$ cat config.mk
export PLATFORM = sky130hd
export DESIGN_NAME = gf_pow_ctrl
export DESIGN_NICKNAME = d
export VERILOG_FILES = /design/src/rtl/gf_pkg.sv /design/src/rtl/gf_mul_core.sv /design/src/rtl/gf_pow_ctrl.sv
export SDC_FILE = /design/constraint.sdc
export NUM_CORES = 1
export LEC_CHECK = 0
export CORE_ASPECT_RATIO = 0.7
export CORE_UTILIZATION = 46
export CTS_BUF_LIST = sky130_fd_sc_hd__clkbuf_4 sky130_fd_sc_hd__clkbuf_8
export DETAILED_ROUTE_END_ITERATION = 10
export GPL_ROUTABILITY_DRIVEN = 0
export PLACE_DENSITY = 0.75
export RECOVER_POWER = 100
export SYNTH_ARGS = -nofsm -noshare
export SYNTH_HDL_FRONTEND = slang
export SYNTH_SLANG_ARGS = --single-unit
$ cat constraint.sdc
create_clock -name clk -period 5.9 [get_ports clk]
set_input_delay 0.59 -clock clk [delete_from_list [all_inputs] [get_ports clk]]
set_output_delay 0.59 -clock clk [all_outputs]
set_load 0.005 [all_outputs]
$ cat src/rtl/gf_pkg.sv
// Shared GF(2^m) types and constants for the exponentiation datapath.
// Holds the controller state enum, field limits and default polynomials.
package gf_pkg;

  localparam int GF_M_MIN = 3;
  localparam int GF_M_MAX = 4;
  localparam int GF_FW    = 4;

  localparam logic [4:0] GF_P3 = 5'b01011;
  localparam logic [4:0] GF_P4 = 5'b10011;

  typedef enum logic [1:0] {
    S_IDLE,
    S_SQR,
    S_MUL,
    S_DONE
  } gf_state_e;

  function automatic logic m_legal(
    input logic [2:0] m
  );
    return (m == 3'(GF_M_MIN)) ||
           (m == 3'(GF_M_MAX));
  endfunction

  // Clears element bits at and above m.
  function automatic logic [GF_FW-1:0] mask_m(
    input logic [GF_FW-1:0] x,
    input logic [2:0]       m
  );
    return (m == 3'(GF_M_MIN)) ?
           (x & 4'b0111) : x;
  endfunction

endpackage

$ cat src/rtl/gf_mul_core.sv
// Combinational GF(2^m) multiplier: carry-less product reduced mod p.
// Ports: a, b operands; p full polynomial; m degree; mul m-bit product.
module gf_mul_core
  import gf_pkg::*;
(
  input  logic [GF_FW-1:0] a,
  input  logic [GF_FW-1:0] b,
  input  logic [4:0]       p,
  input  logic [2:0]       m,
  output logic [GF_FW-1:0] mul
);

  localparam int PW = 2*GF_FW-1;

  logic [PW-1:0] prod;

  always_comb begin
    prod = '0;
    for (int i = 0; i < GF_FW; i++) begin
      if (b[i]) prod = prod ^ (PW'(a) << i);
    end
    // Fold high terms down from the top bit.
    for (int k = PW-1; k >= GF_M_MIN; k--) begin
      if ((k >= int'(m)) && prod[k]) begin
        prod = prod ^ (PW'(p) << (k - int'(m)));
      end
    end
    mul = mask_m(prod[GF_FW-1:0], m);
  end

endmodule

$ cat src/rtl/gf_pow_ctrl.sv
// MSB-first square-and-multiply a^e mod p over GF(2^m), m in {3,4}.
// Ports: clk, rst, start, m, p, a, e in; busy, done, err, result out.
module gf_pow_ctrl
  import gf_pkg::*;
#(
  parameter int EW = 4,
  parameter int FW = GF_FW
) (
  input  logic          clk,
  input  logic          rst,
  input  logic          start,
  input  logic [2:0]    m,
  input  logic [4:0]    p,
  input  logic [FW-1:0] a,
  input  logic [EW-1:0] e,
  output logic          busy,
  output logic          done,
  output logic          err,
  output logic [FW-1:0] result
);

  localparam int IW = (EW > 1) ? $clog2(EW) : 1;

  gf_state_e     state_q, state_d;
  logic [FW-1:0] r_q, r_d;
  logic [IW-1:0] i_q, i_d;
  logic [2:0]    m_q, m_d;
  logic [4:0]    p_q, p_d;
  logic [FW-1:0] a_q, a_d;
  logic [EW-1:0] e_q, e_d;
  logic          busy_q, busy_d;
  logic          done_q, done_d;
  logic          err_q, err_d;
  logic [FW-1:0] result_q, result_d;

  logic [FW-1:0] mul_b;
  logic [FW-1:0] mul_out;

  // One multiplier: squares in SQR, multiplies by a in MUL.
  assign mul_b = (state_q == S_MUL) ? a_q : r_q;

  gf_mul_core u_mul (
    .a   (r_q),
    .b   (mul_b),
    .p   (p_q),
    .m   (m_q),
    .mul (mul_out)
  );

  always_comb begin
    state_d  = state_q;
    r_d      = r_q;
    i_d      = i_q;
    m_d      = m_q;
    p_d      = p_q;
    a_d      = a_q;
    e_d      = e_q;
    busy_d   = 1'b0;
    done_d   = 1'b0;
    err_d    = err_q;
    result_d = result_q;
    unique case (state_q)
      S_IDLE: begin
        if (start) begin
          m_d   = m;
          p_d   = p;
          a_d   = mask_m(a, m);
          e_d   = e;
          r_d   = FW'(1);
          i_d   = IW'(EW-1);
          err_d = 1'b0;
          if (m_legal(m)) begin
            state_d = S_SQR;
            busy_d  = 1'b1;
          end else begin
            state_d  = S_DONE;
            done_d   = 1'b1;
            err_d    = 1'b1;
            result_d = '0;
          end
        end
      end
      S_SQR: begin
        r_d = mul_out;
        if (e_q[i_q]) begin
          state_d = S_MUL;
          busy_d  = 1'b1;
        end else if (i_q == '0) begin
          state_d  = S_DONE;
          done_d   = 1'b1;
          result_d = mul_out;
        end else begin
          i_d    = i_q - IW'(1);
          busy_d = 1'b1;
        end
      end
      S_MUL: begin
        r_d = mul_out;
        if (i_q == '0) begin
          state_d  = S_DONE;
          done_d   = 1'b1;
          result_d = mul_out;
        end else begin
          i_d     = i_q - IW'(1);
          state_d = S_SQR;
          busy_d  = 1'b1;
        end
      end
      S_DONE: begin
        state_d = S_IDLE;
      end
      default: begin
        state_d = S_IDLE;
      end
    endcase
  end

  always_ff @(posedge clk) begin
    if (rst) begin
      state_q  <= S_IDLE;
      r_q      <= '0;
      i_q      <= '0;
      m_q      <= '0;
      p_q      <= '0;
      a_q      <= '0;
      e_q      <= '0;
      busy_q   <= 1'b0;
      done_q   <= 1'b0;
      err_q    <= 1'b0;
      result_q <= '0;
    end else begin
      state_q  <= state_d;
      r_q      <= r_d;
      i_q      <= i_d;
      m_q      <= m_d;
      p_q      <= p_d;
      a_q      <= a_d;
      e_q      <= e_d;
      busy_q   <= busy_d;
      done_q   <= done_d;
      err_q    <= err_d;
      result_q <= result_d;
    end
  end

  assign busy   = busy_q;
  assign done   = done_q;
  assign err    = err_q;
  assign result = result_q;

endmodule
### Clock wiring as the flow saved it, run 1

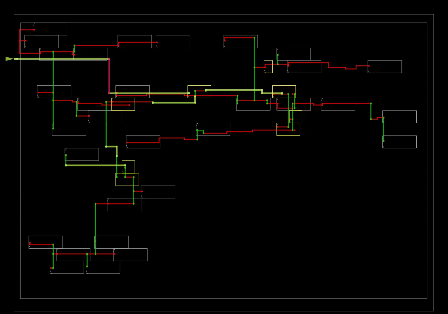
Layout clock buffers: 6
flop count: 31
Num CTS Buffers: 5

### Clock wires, drivers and flops, run 1

(3 px per um)
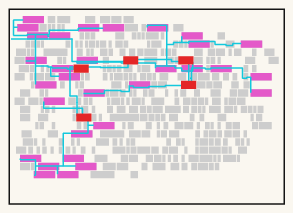
[clock wires] cyan | length: 452 um
[clock drivers] red | count: 5
[flip-flops] magenta | count: 31
routed clock nets: 6
flops lie: spread over the die
Layout Skew: 0.00815 ns
Power Clock: 172 uW

### Wiring by layer, run 1

(4 px per um)
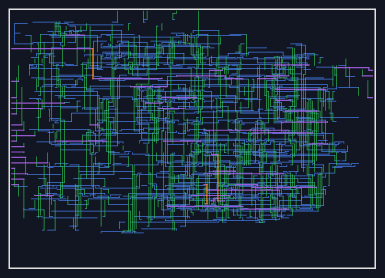
| layer | color | wire length |
|---|---|---|
| metal 1 | blue | 3240 um |
| metal 3 | purple | 412 um |
| metal 4 | orange | 23.8 um |
| metal 2 | green | 2640 um |

### Logic cells by family, run 1

(3 px per um)
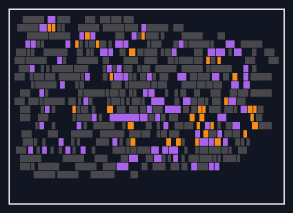
| family | color | cells |
|---|---|---|
| nor cells | orange | 32 |
| aoi and oai cells | purple | 76 |
most numerous logic cell after layout: nand2_1
Post-Layout Cell Count: 432
logic share of the area: 0.614

==> impl_metrics.json, run 1 <==
{
  "whs_endpoint": "e_q[2]",
  "biggestCellCategory": "combinational gates",
  "powerDensity_nw_per_um2": 326,
  "met2WireLength_um": 2640,
  "startpoint_type": "flop",
  "top_cell_area_share": 0.243,
  "fill_cells": 530,
  "core_area_sq_um": 5290,
  "combPwrFrac": 0.484,
  "wl_per_cell_um": 14.6,
  "ctsRootBufferMaster": "clkbuf_8",
  "area_leaders": "dfxtp_1, nand2_1, ha_1, a21oi_1, xnor2_1",
  "first_pass_iters": 5,
  "ys_seq_elements": 31,
  "seq_share": 0.214,
  "cp-startpoint": "m_q[0]",
  "grt.overflow.total": 0,
  "cp.depth": 11,
  "p_total_uw": 945,
  "setup_ws_ns": 1.51,
  "setup_tns_ns": 0,
  "ys_cells": 343,
  "cp_cell_sequence": "inv_1, ha_1, or3b_1, a21oi_1, o221ai_2, xor2_1, a311oi_1, o22ai_1, a211o_1, and4_1, a311o_1",
  "syn_avg_cell_area_sq_um": 7.46,
  "r2r_end": "result[2]",
  "grt.total_usage": 0.229,
  "slowest_stage": "dfxtp_1",
  "r2r-start": "m_q[0]",
  "drc": 0,
  "clkCellAreaFrac": 0.0307,
  "use_met2": 0.342,
  "yosysWarnings": 0,
  "leakage_uw": 0.00109,
  "drt-vias-per-instance": 5.94,
  "async_flop_share": 0,
  "wl_met3_um": 411,
  "seq_area_sq_um": 621,
  "peakVddDrop_uv": 196,
  "tap_cells": 72,
  "place_inst": 424,
  "tritoncts": "yes",
  "top_cells_by_count": "nand2_1, a21oi_1, dfxtp_1, nor2_1, inv_1",
  "drt_iter0_drc": 253,
  "dr_total_vias": 2565,
  "edf_count": 0,
  "postLayoutCellArea_sq_um": 2900,
  "netlist_instances": 343,
  "status": "complete, no violations",
  "final_cell_mix": "nand2_1, a21oi_1, dfxtp_1",
  "cts_setup_buffers": 0,
  "cap_violations": 0,
  "cts_hold_buf": 0,
  "ant_nets": 0,
  "postLayoutCoreUtil": 0.548,
  "hp-class": "reg2reg",
  "clock_latency_ns": 0.29,
  "p_seq_uw": 315,
  "wl_met1_um": 3240,
  "fmax_mhz": 228,
  "comb_cell_power_uw": 457,
  "fp_util": 0.484,
  "regMostFlops": "p_q",
  "clockPowerShare": 0.182,
  "ys_sh_adder": 0.0685,
  "htreeDepth": 2,
  "ys_sh_xor": 0.0513,
  "fp.dieH_um": 64.4,
  "die_w_um": 91.1,
  "comb_area_sq_um": 1780,
  "tightestPinTransition_ns": 0.942,
  "logic_family": "simple AND/OR/NAND/NOR gates",
  "switchingPower_uw": 432,
  "power_report.internal_total_uw": 513,
  "synthAoiAreaFrac": 0.257,
  "timing.slew.headroom": 0.370,
  "drv_slew": 0,
  "mappedNetlistNets": 376,
  "gr-usage-met3": 0.0417,
  "cts_resized": 0,
  "chipArea_sq_um": 5870,
  "antennaDiodeCount": 0,
  "hold_viol_final": 0,
  "grt_pass1_wl_um": 10800,
  "arrival_ns": 4.56,
  "critPathCapture": "result[2]",
  "top_power_group": "combinational cells",
  "buffers_excl_clock": 25,
  "busiest_layer": "met1",
  "drive_above_1_share": 0.0667,
  "sw_frac_of_total": 0.458,
  "worst-r2r-setup-slack_ns": 1.51,
  "rows": 22,
  "synth_area_sq_um": 2560,
  "max_stage_delay_ns": 0.86,
  "area_growth_pct": 13.2,
  "setup_viol": 0,
  "reg2regPathDepth": 11,
  "fin_nets": 392,
  "place_ws_ns": 1.73,
  "timing.hold.ws_ns": 0.457,
  "ys_sh_simple": 0.279,
  "critPathCaptureType": "flop",
  "highest_layer": "met4",
  "largest_area_cell": "dfxtp_1",
  "yosysUniqueCellTypes": 63,
  "synth.most_common_cell": "nand2_1",
  "antenna_found_initial": 0,
  "seqPwrFrac": 0.334,
  "routed_wl_um": 6310,
  "post-route-min-period_ns": 4.39,
  "cp_max_fo": 24,
  "crit_buf_inv": 1,
  "largest_reg_flops": 5,
  "tool_warnings": 34,
  "yosys_area_sq_um": 2560,
  "inverters": 18,
  "grt_pass1_vias": 2237,
  "yosys_most_used_dff": "dfxtp_1",
  "buffer_area_frac": 0.0864,
  "path_class": "reg2reg",
  "clockBufferDepth": 2,
  "post-dp-hpwl_um": 4870,
  "mux_share": 0.0465,
  "crit_family": "AND-OR/OR-AND gates",
  "grt_max_degree": 27,
  "rsz0062_at_grt": "false",
  "clkSinkCount": 31,
  "ys_seq_frac": 0.243,
  "port_buffers": 25,
  "clk_transition_reported_paths_ns": 0.07,
  "worstHoldStart": "e_q[2]",
  "grt.met1_usage": 0.349,
  "period_used_share": 0.744,
  "logic_gates": 278,
  "placed_area_sq_um": 2830,
  "critPathRequiredTime_ns": 6.07
}
### Power grid, run 1

(4 px per um) Pins as bars on the die edge.
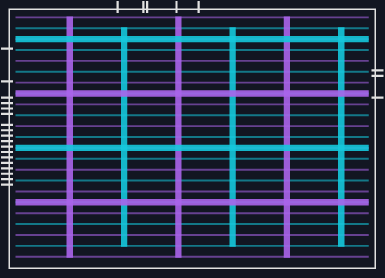

==> run 2, diff against run 1 <==
PLACE_DENSITY = 0.77   (was 0.75)
clock period = 3.9 ns   (was 5.9 ns; I/O delays follow)
### Power grid, run 2

(4 px per um) Pins as bars on the die edge.
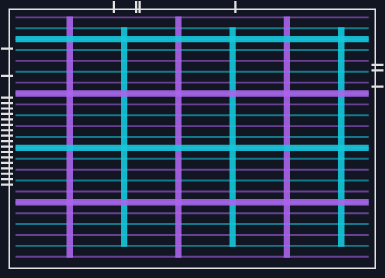
| net | color |
|---|---|
| VDD | cyan |
| VSS | purple |
rows: 22
signal pins: 26
met5 straps: 4
area of the core: 5290 sq um
Peak supply drop: 326 uV
Die Ht: 64.4 um

### Wiring by layer, run 2

(4 px per um)
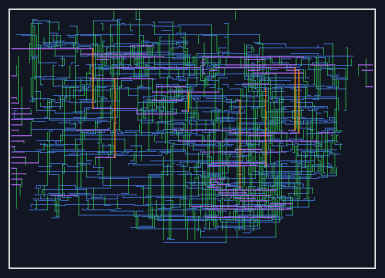
| layer | color | wire length |
|---|---|---|
| metal 1 | blue | 3190 um |
| metal 4 | orange | 112 um |
| metal 2 | green | 2660 um |
| metal 3 | purple | 597 um |
WL/cell: 15.0 um
Total GRT Usage: 0.233
Routed Wire Length: 6560 um

==> impl_metrics.json, run 2 <==
{
  "status": "complete, no violations",
  "largest_area_cell": "dfxtp_1",
  "clkSinkCount": 31,
  "port_buffers": 25,
  "cp-startpoint": "m_q[1]",
  "die_w_um": 91.1,
  "slowest_stage": "xor2_1",
  "fill_cells": 512,
  "netlist_instances": 343,
  "synth.most_common_cell": "nand2_1",
  "clockPowerShare": 0.211,
  "mappedNetlistNets": 376,
  "worstHoldStart": "e_q[3]",
  "lay_top_count": "nand2_1",
  "cts_setup_buffers": 0,
  "combPwrFrac": 0.488,
  "biggestCellCategory": "combinational gates",
  "edf_count": 0,
  "chipArea_sq_um": 5870,
  "cts_hold_buf": 0,
  "yosys_area_sq_um": 2560,
  "buffer_area_frac": 0.0993,
  "switchingPower_uw": 664,
  "crit_family": "AND-OR/OR-AND gates",
  "fmax_mhz": 278,
  "powerDensity_nw_per_um2": 509,
  "setup_ws_ns": 0.301,
  "yosys_most_used_dff": "dfxtp_1",
  "critPathCaptureType": "flop",
  "ys_sh_xor": 0.0513,
  "gr-usage-met3": 0.0619,
  "wl_met1_um": 3190,
  "p_seq_uw": 455,
  "rows": 22,
  "drt-vias-per-instance": 5.89,
  "reg2regPathDepth": 12,
  "cp_max_fo": 12,
  "async_flop_share": 0,
  "wl_met3_um": 596,
  "antenna_found_initial": 0,
  "met2WireLength_um": 2660,
  "hp-class": "reg2reg",
  "logic_family": "simple AND/OR/NAND/NOR gates",
  "logic_gates": 278,
  "cts_made_buffers": 5,
  "postLayoutCellArea_sq_um": 2970,
  "r2r-start": "m_q[1]",
  "comb_area_sq_um": 1790,
  "post-dp-hpwl_um": 4960,
  "area_leaders": "dfxtp_1, nand2_1, ha_1, a21oi_1, xnor2_1",
  "clk_transition_reported_paths_ns": 0.07,
  "sh_comb_area": 0.601,
  "largest_reg_flops": 5,
  "synth_area_sq_um": 2560,
  "period_used_share": 0.923,
  "clock_latency_ns": 0.29,
  "tritoncts": "yes",
  "final_cell_mix": "nand2_1, a21oi_1, dfxtp_1",
  "ys_seq_elements": 31,
  "antennaDiodeCount": 0,
  "cts_resized": 0,
  "yosysUniqueCellTypes": 63,
  "p_total_uw": 1510,
  "fin_skew_ns": 0.00768,
  "placed_area_sq_um": 2870,
  "tightestPinTransition_ns": 0.850,
  "seq_area_sq_um": 621,
  "worst-r2r-setup-slack_ns": 0.30,
  "inverters": 18,
  "grt_pass1_wl_um": 10900,
  "power_report.internal_total_uw": 848,
  "r2r_end": "r_q[0]",
  "powerClk_uw": 319,
  "ctsRootBufferMaster": "clkbuf_8",
  "place_ws_ns": 0.400,
  "hold_viol_final": 0,
  "arrival_ns": 3.74,
  "clockBufferDepth": 2,
  "path_class": "reg2reg",
  "whs_endpoint": "e_q[3]",
  "area_growth_pct": 16.2,
  "grt_max_degree": 27,
  "place_inst": 430,
  "highest_layer": "met4",
  "ys_seq_frac": 0.243,
  "critPathCapture": "r_q[0]",
  "drv_slew": 0,
  "first_pass_iters": 5,
  "top_cells_by_count": "nand2_1, a21oi_1, dfxtp_1, nor2_1, inv_1",
  "busiest_layer": "met2",
  "ys_sh_simple": 0.279,
  "use_met2": 0.348,
  "startpoint_type": "flop",
  "grt.overflow.total": 0,
  "nFlopsAndLatches": 31,
  "mux_share": 0.0465,
  "nClkBuffers": 5,
  "stdcell_count": 438,
  "cp_cell_sequence": "buf_4, ha_1, ha_1, a21boi_0, a2111oi_4, o221ai_1, xor2_1, a311oi_4, or3_2, mux2i_1, xor2_1, a31oi_1",
  "max_stage_delay_ns": 0.52,
  "fin_nets": 398,
  "tap_cells": 72,
  "cp.depth": 12,
  "ys_sh_adder": 0.0685,
  "postLayoutCoreUtil": 0.563,
  "drt_iter0_drc": 192,
  "synthAoiAreaFrac": 0.257,
  "crit_buf_inv": 1,
  "leakage_uw": 0.00113,
  "tool_warnings": 34,
  "clkCellAreaFrac": 0.0379,
  "setup_tns_ns": 0,
  "syn_avg_cell_area_sq_um": 7.46,
  "htreeDepth": 2,
  "seqPwrFrac": 0.301,
  "setup_viol": 0,
  "grt_pass1_vias": 2310,
  "cap_violations": 0,
  "drc": 0,
  "sw_frac_of_total": 0.439,
  "yosysWarnings": 0
}
### Clock wires, drivers and flops, run 2

(3 px per um)
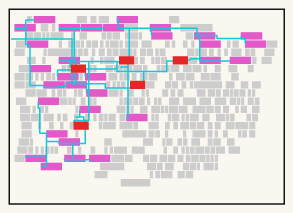
[flip-flops] magenta | count: 31
[clock drivers] red | count: 5
[clock wires] cyan | length: 447 um
flops lie: spread over the die
routed clock nets: 6

Power figures rest on the tool's default switching activity, not on a simulated workload.
